`src/rtl/branch_pc_unit_pkg.sv`:
```
// Shared types and defaults for the branch/PC unit: FSM states, reset PC,
// branch displacement width and the displacement sign-extension helper.
package branch_pc_unit_pkg;

    typedef enum logic [1:0] {
        IDLE    = 2'd0,
        SETTLE  = 2'd1,
        RESOLVE = 2'd2,
        DONE    = 2'd3
    } state_t;

    localparam logic [31:0] RESET_PC_DEF = 32'h0000_0000;
    localparam int          OFFSET_W_DEF = 19;

    // Replicates bit (width-1) of a zero-extended field into all higher bits.
    function automatic logic [31:0] sign_extend(input logic [31:0] raw, input int width);
        logic [31:0] result;
        result = raw;
        for (int i = 0; i < 32; i++) begin
            if (i >= width) begin
                result[i] = raw[width-1];
            end
        end
        return result;
    endfunction

endpackage

```
`src/rtl/branch_pc_unit_pc_reg.sv`:
```
// 32-bit program counter register with asynchronous clear to RESET_PC and a
// load enable.
module pc_reg #(
    parameter logic [31:0] RESET_PC = 32'h0000_0000
) (
    input  logic        clock,
    input  logic        clear,
    input  logic        load,
    input  logic [31:0] d,
    output logic [31:0] q
);

    // NOTE: clocked state uses non-blocking assignments so every register
    // samples pre-edge values regardless of process evaluation order.
    always_ff @(posedge clock or posedge clear) begin
        if (clear) begin
            q <= RESET_PC;
        end else if (load) begin
            q <= d;
        end
    end

endmodule

```
`src/rtl/branch_pc_unit.sv`:
```
// Program counter owner and conditional branch resolver sitting after the CON
// flag stage. Optional taken/not-taken statistics: define BRANCH_STATS_EN.
module branch_pc_unit
    import branch_pc_unit_pkg::*;
#(
    parameter logic [31:0] RESET_PC = RESET_PC_DEF,
    parameter int          OFFSET_W = OFFSET_W_DEF,
    parameter int          INC_STEP = 1
) (
    input  logic                clock,
    input  logic                clear,
    input  logic                inc_req,
    input  logic                br_req,
    input  logic [OFFSET_W-1:0] offset,
    input  logic                con_flag,
    output logic                con_strobe,
    output logic [31:0]         pc,
    output logic                busy,
    output logic                br_done,
    output logic                br_taken
`ifdef BRANCH_STATS_EN
    ,
    output logic [15:0]         taken_cnt,
    output logic [15:0]         not_taken_cnt
`endif
);

    state_t              state;
    state_t              state_next;
    logic [OFFSET_W-1:0] offset_q;
    logic                taken_q;
    logic                pc_load;
    logic [31:0]         pc_next;

    // State register plus the branch context captured alongside it.
    always_ff @(posedge clock or posedge clear) begin
        if (clear) begin
            state    <= IDLE;
            offset_q <= '0;
            taken_q  <= 1'b0;
        end else begin
            state <= state_next;
            if (state == IDLE && br_req) begin
                offset_q <= offset;
            end
            if (state == RESOLVE) begin
                taken_q <= con_flag;
            end
        end
    end

    // NOTE: every signal assigned in a combinational block gets a default
    // first, so no path leaves it unassigned and no latch is inferred.
    always_comb begin
        state_next = state;
        case (state)
            IDLE:    if (br_req) state_next = SETTLE;
            SETTLE:  state_next = RESOLVE;
            RESOLVE: state_next = DONE;
            DONE:    state_next = IDLE;
            default: state_next = IDLE;
        endcase
    end

    always_comb begin
        con_strobe = (state == IDLE) && br_req;
        busy       = (state == SETTLE) || (state == RESOLVE);
        br_done    = (state == DONE);
        br_taken   = taken_q;
    end

    // A branch request in IDLE takes priority and drops a coincident increment.
    always_comb begin
        pc_load = 1'b0;
        pc_next = pc + 32'(INC_STEP);
        if (state == IDLE) begin
            pc_load = inc_req && !br_req;
        end else if (state == RESOLVE) begin
            pc_load = con_flag;
            pc_next = pc + sign_extend(32'(offset_q), OFFSET_W);
        end
    end

    pc_reg #(
        .RESET_PC(RESET_PC)
    ) u_pc_reg (
        .clock(clock),
        .clear(clear),
        .load (pc_load),
        .d    (pc_next),
        .q    (pc)
    );

`ifdef BRANCH_STATS_EN
    always_ff @(posedge clock or posedge clear) begin
        if (clear) begin
            taken_cnt     <= '0;
            not_taken_cnt <= '0;
        end else if (state == DONE) begin
            if (taken_q && taken_cnt != 16'hFFFF) begin
                taken_cnt <= taken_cnt + 16'd1;
            end
            if (!taken_q && not_taken_cnt != 16'hFFFF) begin
                not_taken_cnt <= not_taken_cnt + 16'd1;
            end
        end
    end
`endif

endmodule

```
`config.mk`:
```
export PLATFORM = sky130hd
export DESIGN_NAME = branch_pc_unit
export DESIGN_NICKNAME = d
export VERILOG_FILES = /design/src/rtl/branch_pc_unit_pkg.sv /design/src/rtl/branch_pc_unit_pc_reg.sv /design/src/rtl/branch_pc_unit.sv
export SDC_FILE = /design/constraint.sdc
export NUM_CORES = 1
export LEC_CHECK = 0
export ABC_AREA = 1
export CAP_MARGIN = 20
export CORE_ASPECT_RATIO = 0.75
export CORE_MARGIN = 10
export CORE_UTILIZATION = 63
export DETAILED_ROUTE_END_ITERATION = 10
export PLACE_DENSITY = 0.95
export SETUP_SLACK_MARGIN = 0.02
export SLEW_MARGIN = 30
export SYNTH_ARGS = -nofsm -noshare
export SYNTH_HDL_FRONTEND = slang
export SYNTH_HIERARCHICAL = 1
export SYNTH_SLANG_ARGS = --single-unit
```
`constraint.sdc`:
```
create_clock -name clock -period 5.54 [get_ports clock]
set_input_delay 1.108 -clock clock [delete_from_list [all_inputs] [get_ports clock]]
set_output_delay 1.108 -clock clock [all_outputs]
set_load 0.1 [all_outputs]
```
==> impl_metrics.yaml <==
# physical design summary
run_status:
  outcome: "complete, no violations"
final_layout:
  combGateArea_um2: 3670
  non_clock_buffer_count: 62
  buffer_area_share_pct: 9.31
  nets: 1109
  stdcell_count: 1162
  n_antenna_cell: 0
  mostFrequentLayoutCell: "nand2_1"
  n_fill_cell: 786
  lay_top_cells: "434 x nand2_1, 162 x inv_1, 64 x nand3_1, 64 x nor2_1, 58 x clkdlybuf4s50_1"
  num-multi-input-gates: 761
  drive_above_1_share_pct: 4.76
  inv_count: 165
critical_path:
  worstPathRequired_ps: 4430
  rr_startpoint: "state[0]"
  critPathCaptureType: "primary output"
  rrSetupSlack_ps: 2880
  start_kind: "input port"
final_timing:
  fmax_mhz: 239
  slew_viol_final: 0
  fin_crit_sh_pct: 75.5
  hold_viol_final: 0
  layout_setup_ws_ps: 1360
  tns_ps: 0
  clock_skew_ps: 4.35
detailed_routing:
  final_antenna_net_count: 0
  dr.first_iter.drc_count: 912
  routed_wl_um: 18100
  wl_met1_um: 8040
  highest_layer: "met4"
  vias: 6473
  viasPerCell: 5.57
  drc: 0
flow_run:
  tool_warnings: 28
clock_tree:
  htree_levels: 2
  numCtsBuffers: 5
  clock_tree.buffer_depth: 2
  insertion_delay_ps: 300
  ctsResizeCount: 0
global_routing:
  busiest_layer: "met1"
  use_met1_pct: 40.5
  grt_start_max_net_pins: 37
  grt_pass1_vias: 5929
  antenna_found_initial: 0
  overflow: 0
placement:
  gp_congestion: 1.03
  placed_area_um2: 6390
  place_inst: 1154
logic_synthesis:
  synthCells: 997
  yosys_warnings: 6
  synth.distinct_cells: 39
  ys_chip_area_um2: 5780
  syn-num-nets: 1057
  edf_count: 0
  yosys-stat-cells: 997
floorplanning:
  ioPinCount: 60
  die_y_um: 103
  taps: 112
power:
  peakVddDrop_uv: 770
hold_path:
  holdPathEnd: "br_taken"
==> worst max-delay path, cell delays in order <==
cell and delay, ps:
clkdlybuf4s50_1 480, nand2_1 430, inv_1 650, buf_4 400
==> cell families after synthesis <==
logic type                 after synthesis  share of synthesized area (%)
AOI/OAI and AO/OA                       74                           6.78
xor gates and xnor gates                12                           1.82
DFF                                     54                           23.4
and+or+nand+nor                        639                           46.8
buffers and inverters                  182                           13.3
adders and majority gates               36                           7.92
==> registers in the layout, summed over array words and instances, names as in the netlist <==
name / flops
br_taken: 1
state: 2
offset_q: 19
u_pc_reg/q: 32
==> synthesized netlist by cell type, drive strengths merged, types with 2 or more instances <==
| cell | n | area [µm²] |
|---|---|---|
| nor2 | 72 | 300 |
| o22ai | 2 | 12.5 |
| nand3b | 5 | 37.5 |
| a21oi | 36 | 180 |
| ha | 35 | 438 |
| xnor2 | 7 | 61.3 |
| nor3 | 21 | 126 |
| clkbuf | 10 | 67.6 |
| buf | 7 | 75.1 |
| nand3 | 66 | 348 |
| nand2 | 447 | 1710 |
| dfrtp | 54 | 1350 |
| o21bai | 2 | 15.0 |
| and2 | 5 | 31.3 |
| xor2 | 5 | 43.8 |
| a21o | 3 | 22.5 |
| nand4 | 14 | 93.8 |
| or2 | 8 | 50.1 |
| inv | 165 | 627 |
| o21ai | 28 | 140 |
==> report_power, final <==
part           leakage (nW)  internal (W)  switching (W)  total [W]
Clock                0.0759      0.000173       0.000163   0.000336
Sequential            0.689      0.000559       0.000310   0.000869
Combinational          2.96      0.000890        0.00228    0.00317
==> worst max-delay path by stage <==
stage	slack (ps)	startpoint	end
global route	1240	br_req	con_strobe
CTS	1380	br_req	con_strobe
global placement	1430	br_req	con_strobe
finish	1360	br_req	con_strobe
detailed placement	1390	br_req	con_strobe
floorplan	2190	br_req	con_strobe
### Layout detail

Region (53, 39) to (78, 64) µm. Cells in grey, sequential cells in the stronger grey; small squares are vias.
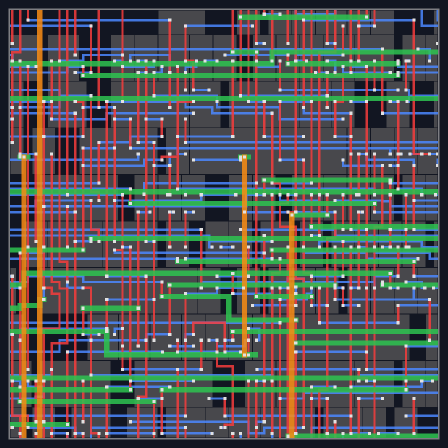
[met4] orange
[met2] red
[met1] blue
[met3] green
cells with their middle in the window: 99
sequential cells in the window: 0
most frequent: nand2_1 (38), inv_1 (18), nor2_1 (8)

### Where the registers sit

(3 px per µm) Other sequential cells in the stronger grey, the rest of the logic in the fainter grey.
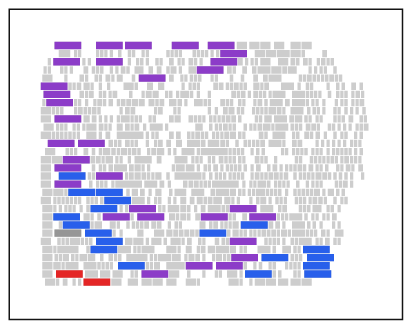
[`offset_q`] blue | flops: 19
[`state`] red | flops: 2
[`u_pc_reg/q`] purple | flops: 32
not coloured: 1
P_seq: 0.000869 W
final core utilization: 72.8%
Seq area share: 20.6%
register area: 1350 µm²

Power is estimated from default activity; no workload was simulated.
